### src/rtl/sensores_pkg.sv
// Shared FSM encoding, default thresholds and the hysteresis rule for the sensor front end.
package sensores_pkg;

    typedef enum logic [1:0] {
        REPOSO  = 2'd0,
        INICIO  = 2'd1,
        LECTURA = 2'd2,
        FIN     = 2'd3
    } estado_t;

    localparam int UMBRAL_ALTO_DEF = 60;
    localparam int UMBRAL_BAJO_DEF = 55;

    // Values strictly inside the band keep the previous flag.
    function automatic logic histeresis(
        input logic [31:0] t,
        input logic        prev,
        input logic [31:0] alto,
        input logic [31:0] bajo
    );
        logic r;
        r = prev;
        if (t >= alto) begin
            r = 1'b1;
        end else if (t <= bajo) begin
            r = 1'b0;
        end
        return r;
    endfunction

endpackage

### src/rtl/filtro_hn.sv
// Presence debounce: 2-FF synchronizer then N_FILTRO-cycle stability filter.
// hn follows a stable hn_crudo edge after N_FILTRO + 2 cycles.
module filtro_hn #(
    parameter int N_FILTRO = 1_000_000
) (
    input  logic clk,
    input  logic rst_n,
    input  logic hn_crudo,
    output logic hn
);

    localparam int            CW      = $clog2(N_FILTRO) + 1;
    localparam logic [CW-1:0] CNT_FIN = CW'(N_FILTRO - 1);

    logic          sinc1_q;
    logic          sinc2_q;
    logic          hn_q;
    logic [CW-1:0] cnt_q;

    // cnt_q holds the mismatching cycles already seen, so the N_FILTRO-th one flips hn.
    always_ff @(posedge clk) begin
        if (!rst_n) begin
            sinc1_q <= 1'b0;
            sinc2_q <= 1'b0;
            hn_q    <= 1'b0;
            cnt_q   <= '0;
        end else begin
            sinc1_q <= hn_crudo;
            sinc2_q <= sinc1_q;
            if (sinc2_q == hn_q) begin
                cnt_q <= '0;
            end else if (cnt_q == CNT_FIN) begin
                cnt_q <= '0;
                hn_q  <= sinc2_q;
            end else begin
                cnt_q <= cnt_q + CW'(1);
            end
        end
    end

    assign hn = hn_q;

endmodule

### src/rtl/lect_sensores.sv
// Periodic serial temperature read with hysteresis flag, plus debounced presence.
// cs_n low DIV + 2*DIV*N_BITS cycles per read; temp/temp_alta/dato_listo update as cs_n rises.
module lect_sensores
    import sensores_pkg::*;
#(
    parameter int DIV         = 4,
    parameter int N_BITS      = 8,
    parameter int T_ESPERA    = 50_000_000,
    parameter int UMBRAL_ALTO = UMBRAL_ALTO_DEF,
    parameter int UMBRAL_BAJO = UMBRAL_BAJO_DEF,
    parameter int N_FILTRO    = 1_000_000
) (
    input  logic              clk,
    input  logic              rst_n,
    input  logic              EN,
    input  logic              sdo,
    input  logic              hn_crudo,
    output logic              cs_n,
    output logic              sclk,
    output logic [N_BITS-1:0] temp,
    output logic              temp_alta,
    output logic              hn,
    output logic              dato_listo
);

    localparam int ESP_W = $clog2(T_ESPERA) + 1;
    localparam int DIV_W = $clog2(DIV) + 1;
    localparam int BIT_W = $clog2(N_BITS) + 1;

    localparam logic [ESP_W-1:0] ESP_FIN = ESP_W'(T_ESPERA - 1);
    localparam logic [DIV_W-1:0] DIV_FIN = DIV_W'(DIV - 1);
    localparam logic [BIT_W-1:0] BIT_FIN = BIT_W'(N_BITS - 1);

    estado_t           estado_q;
    logic [ESP_W-1:0]  esp_q;
    logic [DIV_W-1:0]  div_q;
    logic [BIT_W-1:0]  bit_q;
    logic [N_BITS-1:0] sh_q;
    logic [N_BITS-1:0] temp_q;
    logic              cs_n_q;
    logic              sclk_q;
    logic              alta_q;
    logic              listo_q;
    logic              alta_d;

    assign alta_d = histeresis(32'(sh_q), alta_q, 32'(UMBRAL_ALTO), 32'(UMBRAL_BAJO));

    always_ff @(posedge clk) begin
        if (!rst_n) begin
            estado_q <= REPOSO;
            esp_q    <= '0;
            div_q    <= '0;
            bit_q    <= '0;
            sh_q     <= '0;
            temp_q   <= '0;
            cs_n_q   <= 1'b1;
            sclk_q   <= 1'b0;
            alta_q   <= 1'b0;
            listo_q  <= 1'b0;
        end else if (!EN) begin
            // Abort: drop the bus and restart the idle wait; results keep their last value.
            estado_q <= REPOSO;
            esp_q    <= '0;
            div_q    <= '0;
            bit_q    <= '0;
            cs_n_q   <= 1'b1;
            sclk_q   <= 1'b0;
            listo_q  <= 1'b0;
        end else begin
            listo_q <= 1'b0;
            case (estado_q)
                REPOSO: begin
                    if (esp_q == ESP_FIN) begin
                        esp_q    <= '0;
                        cs_n_q   <= 1'b0;
                        estado_q <= INICIO;
                    end else begin
                        esp_q <= esp_q + ESP_W'(1);
                    end
                end
                INICIO: begin
                    if (div_q == DIV_FIN) begin
                        div_q    <= '0;
                        estado_q <= LECTURA;
                    end else begin
                        div_q <= div_q + DIV_W'(1);
                    end
                end
                LECTURA: begin
                    if (div_q != DIV_FIN) begin
                        div_q <= div_q + DIV_W'(1);
                    end else begin
                        div_q <= '0;
                        if (!sclk_q) begin
                            sclk_q <= 1'b1;
                            sh_q   <= (sh_q << 1) | N_BITS'(sdo);
                        end else begin
                            sclk_q <= 1'b0;
                            if (bit_q == BIT_FIN) begin
                                // Last high phase done: this edge is the FIN cycle's outputs.
                                bit_q    <= '0;
                                cs_n_q   <= 1'b1;
                                temp_q   <= sh_q;
                                alta_q   <= alta_d;
                                listo_q  <= 1'b1;
                                estado_q <= FIN;
                            end else begin
                                bit_q <= bit_q + BIT_W'(1);
                            end
                        end
                    end
                end
                FIN: begin
                    estado_q <= REPOSO;
                end
                default: begin
                    estado_q <= REPOSO;
                end
            endcase
        end
    end

    filtro_hn #(
        .N_FILTRO(N_FILTRO)
    ) u_filtro_hn (
        .clk      (clk),
        .rst_n    (rst_n),
        .hn_crudo (hn_crudo),
        .hn       (hn)
    );

    assign cs_n       = cs_n_q;
    assign sclk       = sclk_q;
    assign temp       = temp_q;
    assign temp_alta  = alta_q;
    assign dato_listo = listo_q;

endmodule

### config.mk
export PLATFORM = sky130hd
export DESIGN_NAME = lect_sensores
export DESIGN_NICKNAME = d
export VERILOG_FILES = /design/src/rtl/sensores_pkg.sv /design/src/rtl/filtro_hn.sv /design/src/rtl/lect_sensores.sv
export SDC_FILE = /design/constraint.sdc
export NUM_CORES = 1
export LEC_CHECK = 0
export CAP_MARGIN = 20
export CORE_AREA = 2 2 168 88
export DETAILED_ROUTE_END_ITERATION = 10
export DIE_AREA = 0 0 170 90
export HOLD_SLACK_MARGIN = 0.15
export RECOVER_POWER = 50
export SLEW_MARGIN = 25
export SYNTH_ARGS = -nofsm -noshare
export SYNTH_HDL_FRONTEND = slang
export SYNTH_SLANG_ARGS = --single-unit
### constraint.sdc
create_clock -name clk -period 4.85 [get_ports clk]
set_input_delay 1.2125 -clock clk [delete_from_list [all_inputs] [get_ports clk]]
set_output_delay 1.2125 -clock clk [all_outputs]
set_load 0.005 [all_outputs]
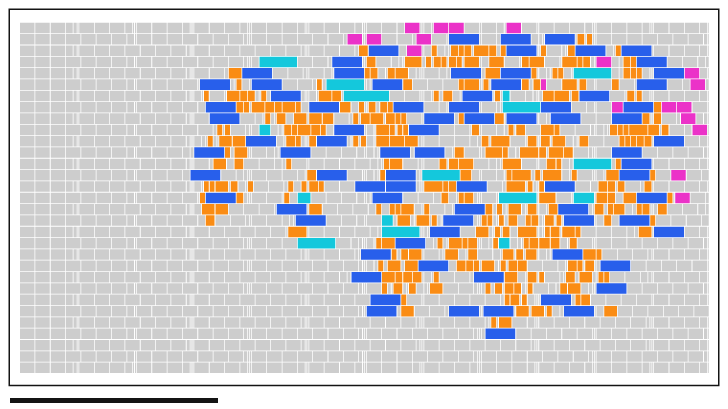
*Cells colored by class, run 1*
Scale bar: 50 um. Fill, decap, tap and diode cells in gray.
| color | class | cells |
|---|---|---|
| cyan | clock drivers and dummy loads | 16 |
| orange | combinational and other logic | 314 |
| blue | sequential cells | 80 |
| magenta | remaining buffers and delay cells | 19 |
num rows: 31
Post-Layout Inst Area: 4170 sq um
Core ar.: 14000 sq um
final core utilization: 29.9%

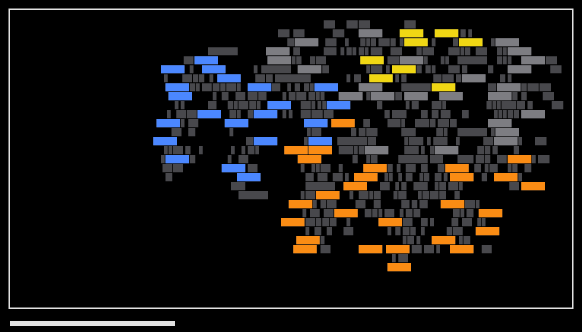
*Sequential cells colored by netlist name, run 1*
Scale bar: 50 um. Other sequential cells in the stronger gray, the rest of the logic in the fainter gray.
| color | name in the netlist | flops |
|---|---|---|
| orange | `esp_q` | 27 |
| blue | `u_filtro_hn.cnt_q` | 21 |
| yellow | `sh_q` | 8 |
not colored: 24
Seq. pwr: 660 uW
register area: 1600 sq um

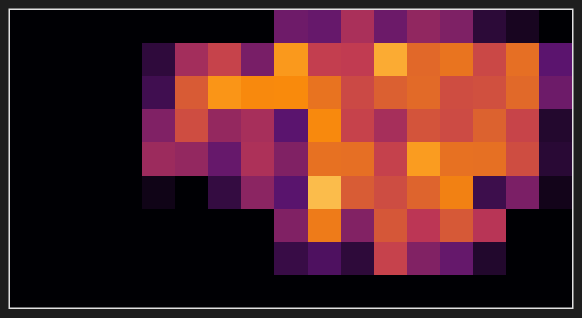
*Cell density map, run 1*
The die is cut into 17 by 9 equal tiles; black is low, pale yellow is high, 0 to 100% covered.
nearly empty tiles: 44%
emptiest ninth of the die: bottom left
fullest tile: 86%
tiles over 75% full: 3.3%
Init Core Util: 25.2%

[run 1: per-stage QoR]
stage	cells	worst slack, ns	cell area (sq um)
global route	610	1.57	4170
global placement	594	1.55	3870
CTS	610	1.82	4180
floorplan	407	2.41	3510
detailed placement	594	1.46	3870
finish	610	1.75	4170
[run 1: report_power, final]
group	internal (uW)	total [uW]	switching, uW
Combinational	5.26	18.7	13.4
Sequential	659	660	1.19
Clock	413	686	273
Total	1080	1370	288
[run 1: cell type report]
cell class                 count  share of cell area (%)
multi-input combinational    305                    43.7
sequential                    80                    38.4
clock buffer                  10                    5.73
tap                          181                    5.43
timing repair buffer          19                    4.35
clock inverter                 6                    1.59
inverter                       9                   0.810
[run 1: synthesized netlist by cell type (4+ instances only)]
| library cell | n |
|---|---|
| o21ai_0 | 4 |
| nand2_1 | 41 |
| xor2_1 | 26 |
| a21oi_1 | 16 |
| xnor2_1 | 18 |
| dfxtp_1 | 80 |
| nor2_1 | 68 |
| and3_1 | 7 |
| mux2i_1 | 10 |
| and2_1 | 4 |
| or4_1 | 5 |
| nand4_1 | 16 |
| inv_1 | 8 |
| ha_1 | 8 |
| nor3_1 | 11 |
| clkbuf_1 | 9 |
| nor4_1 | 9 |
| or3_1 | 6 |
| nand3_1 | 29 |
[run 1: layout by cell type (no fill, tap or decap), types with 2 or more instances in the layout]
cell type,instances
xor2_1,26
clkbuf_16,9
ha_1,8
nor3_1,11
clkdlybuf4s50_1,2
or3_1,6
a31oi_1,2
and3_1,7
and2_1,4
inv_1,8
clkinvlp_4,3
o21ai_0,4
nor4_1,9
dfxtp_1,80
nand3_1,29
nor4b_1,2
mux2i_1,10
or4_1,5
nor2b_1,2
xnor2_1,18
dlygate4sd3_1,15
nor2_1,68
nand4_1,16
and4_1,2
nand2b_1,3
nand2_1,41
a21oi_1,16
==> reports/metrics.yaml, run 1 <==
outcome: "completed"
crit_start: "rst_n"
ys_sh_adder_pct: 2.85
postCtsSetupRepairBufs: 0
yosys_warnings: 0
drt_first_pass_iters: 4
vias_per_cell: 4.67
r2r_setup_slack_ns: 2.22
crit_required_ns: 5.11
fp.dieH_um: 90
hold_viol: 0
wl_um: 7490
cts_sinks: 80
power_uw: 1370
tool_warnings: 29
ys_cells: 407
maxSlewViolCount: 0
grt_setup_unrepaired: "false"
grt_busiest_layer: "met1"
syn_area_per_cell_sq_um: 8.63
cts_hold_buf: 0
wirelength_met1_um: 4040
first_iter_violations: 249
n_fill_cell: 1449
worst-r2r-cell-count: 5
wl_met2_um: 3030
crit_slowest_cell: "or3_1"
drv_cap: 0
drive_gt1_share_pct: 6.06
hold_slack_ns: 0.439
worstHoldPathType: "reg2reg"
antenna_found_initial: 0
min_period_ns: 3.10
yosys.area.top_type: "dfxtp_1"
endpoint: "u_filtro_hn.cnt_q[14]"
highest_layer: "met4"
cts_tree: "built"
largest_reg_flops: 27
grt_pass1_wl_um: 12900
top_regs: "esp_q x27, u_filtro_hn.cnt_q x21"
htree_levels: 3
p_leak_uw: 0.00135
n_antenna_cell: 0
remaining_drc_errors: 0
clock.latency.late_pin_ns: 0.34
mux_share_pct: 3.17
final-setup-viol-count: 0
dieWidth_um: 170
finalCritPeriodShare_pct: 63.9
ys_seq_share_pct: 45.6
cts_resized: 0
top_area_share_pct: 45.6
logic_family: "simple AND/OR/NAND/NOR gates"
tightestPinTransition_ns: 0.917
grt_max_degree: 22
endpoint_kind: "register"
ys_area_sq_um: 3510
wl_per_cell_um: 12.3
ant_nets: 0
ys_ff: 80
dp_hpwl_um: 5340
via_count: 2848
nNetsFinal: 437
path_max_fanout: 21
wl_met3_um: 303
hold_end: "u_filtro_hn.sinc2_q"
arrival_ns: 3.36
syn_nets: 420
critPathKind: "in2reg"
grt_pass1_vias: 2616
synth-main-ff-cell: "dfxtp_1"
fin_setup_tns_ns: 0
root_buffer: "clkbuf_16"
synthesis.instances: 407
cp-start-kind: "primary input"
powerDensity_nw_per_um2: 327
async_flop_share_pct: 0
syn_area_sq_um: 3510
track_usage_pct: 10.5
max_freq_mhz: 323
met2_usage_pct: 14.4
r2r-start: "esp_q[17]"
grt.overflow.total: 0
max_slew_margin_pct: 38.4
clockBufferDepth: 2
r2r-end: "esp_q[24]"
min_from: "u_filtro_hn.sinc1_q"
peakVddDrop_mv: 0.151
xor_share_pct: 11.0
synth_cell_types: 44
cp.depth: 4
clk_pin_slew_ns: 0.06
aoi_share_pct: 5.06
min_path_cells: 1
synth-edff-count: 0
fin_worst_skew_ns: 0.00956
cts-buffers-inserted: 9
cpPeakStageDelay_ns: 0.82
max_flop_register: "esp_q"
syn_to_final_growth_pct: 18.8
io_pins: 18
die-area_sq_um: 15300
logic_area_sq_um: 1820
io_buffers: 17
crit_chain: "dlygate4sd3_1 > clkinv_1 > or3_1 > nor2_1"
path_buffers: 2
met1_usage_pct: 15.0
grtUsageMet3_pct: 3.43
cpLargestDelayFamily: "buffers and inverters"
synth-simple-area-share_pct: 29.9
topCellsByArea: "dfxtp_1 46%, nor2_1 7.3%, xor2_1 6.5%, xnor2_1 4.5%, nand2_1 4.4%"
gp_congestion: 0.759
==> inputs of run 2 (changes only) <==
==> constraint.sdc (replaced) <==
create_clock -name clk -period 3.1 [get_ports clk]
set_input_delay 0.775 -clock clk [delete_from_list [all_inputs] [get_ports clk]]
set_output_delay 0.775 -clock clk [all_outputs]
set_load 0.005 [all_outputs]
==> reports/metrics.yaml, run 2 <==
cts_tree: "built"
async_flop_share_pct: 0  # unchanged
synth-edff-count: 0  # unchanged
dieWidth_um: 170  # unchanged
power_leader: "clock"
synth_dominant_cell_count: "dfxtp_1"
endpoint_kind: "register"
topCellsByArea: "dfxtp_1 46%, nor2_1 7.3%, xor2_1 6.5%, xnor2_1 4.5%, nand2_1 4.4%"
hold_slack_ns: 0.436  # -0.00261 ns
powerDensity_nw_per_um2: 508  # +55%
worst_slack_ns: 0.620  # -1.13 ns
rows: 31  # unchanged
clock.latency.late_pin_ns: 0.33  # about the same
grt.overflow.total: 0  # unchanged
io_buffers: 17  # unchanged
gp_congestion: 0.746  # -1.7%
fp.dieH_um: 90  # unchanged
clockBufferDepth: 2  # unchanged
crit_chain: "nand4_1 > or4_1 > or3_1 > or4_4 > o211ai_2"
r2r_setup_slack_ns: 0.62  # -1.60 ns
drive_gt1_share_pct: 6.47  # +0.41 points
yosys_warnings: 0  # unchanged
first_iter_violations: 145  # -42%
crit_start: "esp_q[14]"
outcome: "completed"
worst-r2r-cell-count: 5  # unchanged
fp.coreArea_sq_um: 14000  # unchanged
critPathKind: "reg2reg"
hold_end: "u_filtro_hn.cnt_q[0]"
ys_area_sq_um: 3510  # unchanged
switchingPower_uw: 412  # +43%
tightestPinTransition_ns: 0.958  # +0.0410 ns
wl_met2_um: 3090  # +1.9%
r2r-end: "estado_q[0]"
die-area_sq_um: 15300  # unchanged
clk_pin_slew_ns: 0.06  # about the same
syn_to_final_growth_pct: 19.7
p_leak_uw: 0.00138  # +2.0%
initial_core_util_pct: 25.2  # unchanged
wl_per_cell_um: 12.1  # -1.5%
highest_layer: "met4"
root_buffer: "clkbuf_16"
final-setup-viol-count: 0  # unchanged
p_comb_uw: 31.5  # +68%
max_flop_register: "esp_q"
top_area_share_pct: 45.6  # unchanged
max_freq_mhz: 403
crit_slowest_cell: "or4_1"
max_slew_margin_pct: 36.2  # -2.2 points
syn_nets: 420  # unchanged
finalCritPeriodShare_pct: 80.0
postCtsSetupRepairBufs: 0  # unchanged
largest_reg_flops: 27  # unchanged
worstHoldPathType: "reg2reg"
grt_setup_unrepaired: "false"
synth_cell_types: 44  # unchanged
via_count: 2773  # -2.6%
vias_per_cell: 4.52  # -3.3%
min_period_ns: 2.48
power_frac_clock_pct: 50.1  # -0.2 points
drv_cap: 0  # unchanged
syn_area_per_cell_sq_um: 8.63  # unchanged
ys_cells: 407  # unchanged
p_int_uw: 1720  # +60%
lay_top_count: "dfxtp_1"
[run 2: cell types whose count changed in the layout (fill, tap and decap cells not counted), sizes merged]
cell,before,now
clkbuf,11,15
buf,1,4
clkinvlp,3,0
clkinv,2,3
inv,9,8
[run 2: cell type report]
cell class / count / area (sq um)
sequential: 80 / 1600
multi-input combinational: 305 / 1820
timing repair buffer: 24 / 211
tap: 181 / 226
fill: 1456 / 9760
inverter: 9 / 33.8
clock inverter: 3 / 40.0
clock buffer: 12 / 267
[run 2: how the worst max path moves through the flow]
| stage | cells past startpoint | endpoint |
|---|---|---|
| after floorplan | 6 | estado_q[0] |
| after global placement | 4 | u_filtro_hn.cnt_q[18] |
| after detailed placement | 4 | u_filtro_hn.cnt_q[7] |
| after CTS | 5 | estado_q[0] |
| after global routing | 7 | temp_alta |
| final | 5 | estado_q[0] |
[run 2: logic make-up after synthesis]
family	after synthesis	share of synthesized area, %
mux	11	3.17
fa+ha+maj	8	2.85
simple gates	213	29.9
xor+xnor	44	11.0
flops	80	45.6
compound gates	29	5.06
buf+inv	22	2.49
[run 2: worst max-delay path, delay by kind of cell, from the launching register on]
| family | cells | cell delay (ns) |
|---|---|---|
| compound gates | 1 | 0.08 |
| flops | 1 | 0.37 |
| simple gates | 4 | 1.94 |
[run 2: layer usage]
layer  track usage (%)  vias to the layer above
met5                 0                        -
met4              3.42                        0
met3              3.52                        2
met2              14.6                       23
met1              14.5                     1299
li1                  -                     1449
[run 2: stage by stage]
stage | instance area [sq um] | instances | utilization [%] | total power, uW
3_5_place_dp | 3910 | 599 | 28.0 | 1090
4_1_cts | 4210 | 614 | 30.2 | 2160
6_report | 4200 | 614 | 30.1 | 2130
2_1_floorplan | 3510 | 407 | - | 1070
3_3_place_gp | 3910 | 599 | 28.0 | 1090
5_1_grt | 4200 | 614 | 30.1 | 2220
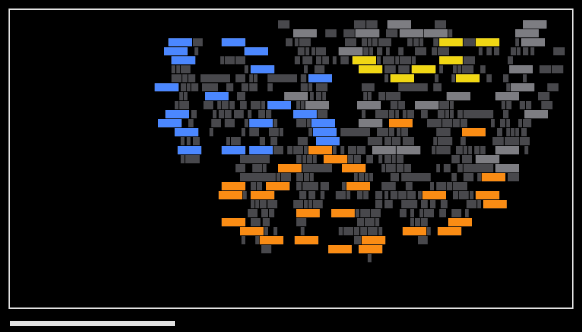
*Sequential cells colored by netlist name, run 2*
Scale bar: 50 um. Other sequential cells in the stronger gray, the rest of the logic in the fainter gray.
| color | name in the netlist | flops |
|---|---|---|
| blue | `u_filtro_hn.cnt_q` | 21 |
| orange | `esp_q` | 27 |
| yellow | `sh_q` | 8 |
not colored: 24
Seq. pwr: 1030 uW
sequential cell area share: 38.1%
final core utilization: 30.1%

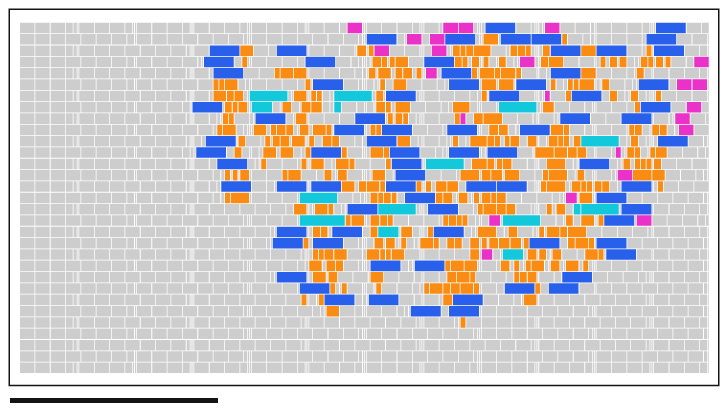
*Cells colored by class, run 2*
Scale bar: 50 um. Fill, decap, tap and diode cells in gray.
| color | class | cells |
|---|---|---|
| orange | combinational and other logic | 314 |
| magenta | remaining buffers and delay cells | 24 |
| cyan | clock drivers and dummy loads | 15 |
| blue | sequential cells | 80 |
Post-Layout Inst Area: 4200 sq um

==> inputs of run 3 (changes only) <==
==> constraint.sdc (replaced) <==
create_clock -name clk -period 2.3 [get_ports clk]
set_input_delay 0.575 -clock clk [delete_from_list [all_inputs] [get_ports clk]]
set_output_delay 0.575 -clock clk [all_outputs]
set_load 0.005 [all_outputs]
==> reports/metrics.yaml, run 3 <==
p_seq_uw: 1390  # +35%
yosys_warnings: 0  # unchanged
synth_dominant_cell_count: "dfxtp_1"
ys_cells: 407  # unchanged
finalCritPeriodShare_pct: 97.4  # +17 points
vias_per_cell: 4.59  # +1.7%
syn_area_per_cell_sq_um: 8.63  # unchanged
highest_layer: "met4"
drive_gt1_share_pct: 11.2  # +4.7 points
grt_setup_unrepaired: "false"
met2_usage_pct: 14.3  # -0.31 points
fp.coreArea_sq_um: 14000  # unchanged
outcome: "completed"
largest_reg_flops: 27  # unchanged
power_leader: "clock"
tightestPinTransition_ns: 0.544  # -0.414 ns
final-setup-viol-count: 0  # unchanged
cts_sinks: 80
worstHoldPathType: "reg2reg"
synth_cell_types: 44  # unchanged
lay_top_count: "dfxtp_1"
die-area_sq_um: 15300  # unchanged
antenna_found_initial: 0
gp_congestion: 0.793  # +6.3%
grt_busiest_layer: "met1"
r2r-start: "esp_q[16]"
syn_nets: 420  # unchanged
min_path_cells: 1
drv_cap: 0  # unchanged
aoi_share_pct: 5.06  # unchanged
rows: 31  # unchanged
mux_share_pct: 3.17  # unchanged
first_iter_violations: 156  # +7.6%
worst-r2r-cell-count: 5  # unchanged
htree_levels: 3
r2r_setup_slack_ns: 0.06  # -0.56 ns
io_buffers: 17  # unchanged
synthesis.instances: 407
clk_pin_slew_ns: 0.06  # about the same
combPwrFrac_pct: 1.8
hold_viol: 0
synth-simple-area-share_pct: 29.9  # unchanged
max_slew_margin_pct: 63.8  # +28 points
wl_per_cell_um: 11.9  # -1.8%
place_ws_ns: -0.0344
yosys-top-cells-count: "80 x dfxtp_1, 68 x nor2_1, 41 x nand2_1, 29 x nand3_1, 26 x xor2_1"
async_flop_share_pct: 0  # unchanged
r2r-end: "estado_q[0]"
ys_sh_adder_pct: 2.85  # unchanged
grtUsageMet3_pct: 4.23  # +0.70 points
ys_area_sq_um: 3510  # unchanged
initial_core_util_pct: 25.2  # unchanged
logic_family: "simple AND/OR/NAND/NOR gates"
critPathKind: "reg2reg"
endpoint_kind: "register"
switchingPower_uw: 639  # +55%
dieWidth_um: 170  # unchanged
topCellsByArea: "dfxtp_1 46%, nor2_1 7.3%, xor2_1 6.5%, xnor2_1 4.5%, nand2_1 4.4%"
met1_usage_pct: 15.5  # +0.99 points
cts-buffers-inserted: 9
max_flop_register: "esp_q"
peakVddDrop_mv: 0.331
top_area_share_pct: 45.6  # unchanged
p_leak_uw: 0.00147  # +6.5%
synth-edff-count: 0  # unchanged
powerDensity_nw_per_um2: 687  # +35%
path_max_fanout: 5
cts_tree: "built"
remaining_drc_errors: 0
fp.dieH_um: 90  # unchanged
dp_hpwl_um: 5290
root_buffer: "clkbuf_16"
io_pins: 18
syn_to_final_growth_pct: 24.9
p_clk_uw: 1570
power_frac_clock_pct: 52.0  # +1.9 points
max_freq_mhz: 447  # +11%
via_count: 2888  # +4.1%
grt.overflow.total: 0  # unchanged
clockBufferDepth: 2  # unchanged
min_period_ns: 2.24  # -0.241 ns
hold_end: "u_filtro_hn.cnt_q[0]"
xor_share_pct: 11.0  # unchanged
p_int_uw: 2380  # +38%
power_uw: 3010  # +41%
arrival_ns: 2.51
clock.latency.late_pin_ns: 0.34  # about the same
worst_slack_ns: 0.0605  # -0.559 ns
wl_met2_um: 2910  # -5.9%
ys_seq_share_pct: 45.6
p_comb_uw: 54.3  # +72%
==> run 3: cell counts after synthesis <==
Identical to the previous run, type by type.
==> run 3: how the worst max path moves through the flow <==
stage          slack (ns)           to      start  cells past startpoint
6_report             0.06  estado_q[0]  esp_q[16]                      5
5_1_grt            0.0002  estado_q[0]  esp_q[16]                      5
4_1_cts            0.0007  estado_q[0]   esp_q[1]                      6
3_5_place_dp        -0.03  estado_q[0]   esp_q[1]                      6
3_3_place_gp         0.05  estado_q[0]   esp_q[0]                      6
2_1_floorplan       0.006  estado_q[0]  esp_q[17]                      6
==> run 3: through the flow <==
| stage | cell area (sq um) | setup TNS, ns | cells | hold slack [ns] |
|---|---|---|---|---|
| 2_1_floorplan | 3510 | 0 | 407 | 0.412 |
| 3_3_place_gp | 4040 | 0 | 613 | 0.421 |
| 3_5_place_dp | 4040 | -0.0344 | 613 | 0.436 |
| 4_1_cts | 4370 | 0 | 629 | 0.448 |
| 5_1_grt | 4390 | 0 | 629 | 0.478 |
| 6_report | 4390 | 0 | 629 | 0.447 |
==> run 3: critical path: stages (launching register included) <==
cell and delay (ns):
dfxtp_1 0.31, or3b_1 0.37, or4_4 0.48, or3_4 0.40, or4_4 0.52, o211ai_2 0.08
==> run 3: timing repair <==
item,CTS,global route
endpoints found under the setup margin,1,22
setup buffers,0,0
hold buffers,0,0
cloned,0,0
gates resized,2,5
==> run 3: area by class of cell <==
cell class | instances | area, sq um
Fill cell | 1442 | 9580
Multi-Input combinational cell | 305 | 1850
Sequential cell | 80 | 1600
Timing Repair Buffer | 38 | 345
Tap cell | 181 | 226
Clock buffer | 9 | 225
Clock inverter | 7 | 103
Inverter | 9 | 33.8
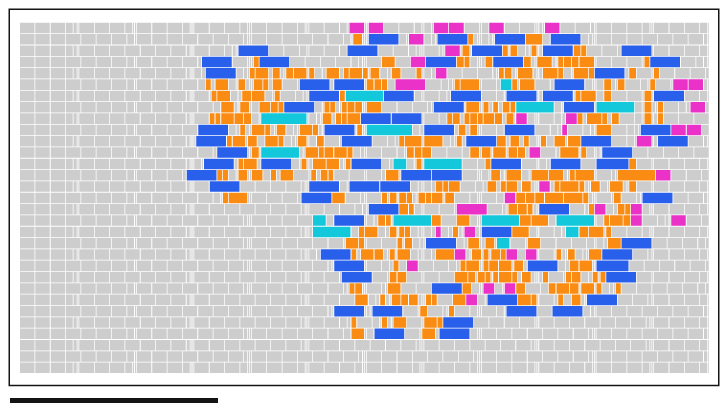
*Cells colored by class, run 3*
Scale bar: 50 um. Fill, decap, tap and diode cells in gray.
| color | class | cells |
|---|---|---|
| magenta | remaining buffers and delay cells | 38 |
| orange | combinational and other logic | 314 |
| blue | sequential cells | 80 |
| cyan | clock drivers and dummy loads | 16 |
Post-Layout Inst Area: 4390 sq um
final core utilization: 31.4%
sequential cell area share: 36.6%

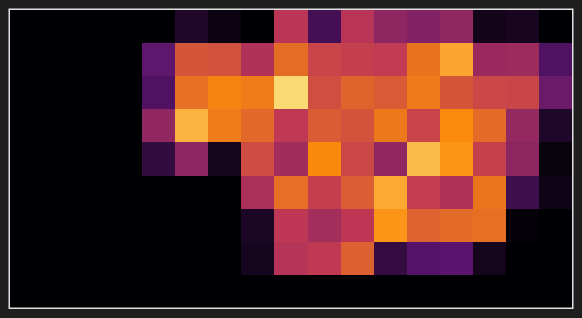
*Cell density map, run 3*
The die is cut into 17 by 9 equal tiles; black is low, pale yellow is high, 0 to 100% covered.
tiles over 75% full: 4.6%
fullest tile: 92%
nearly empty tiles: 43%
mean over tiles: 27%
emptiest ninth of the die: bottom left

Power figures rest on the tool's default switching activity, not on a simulated workload.
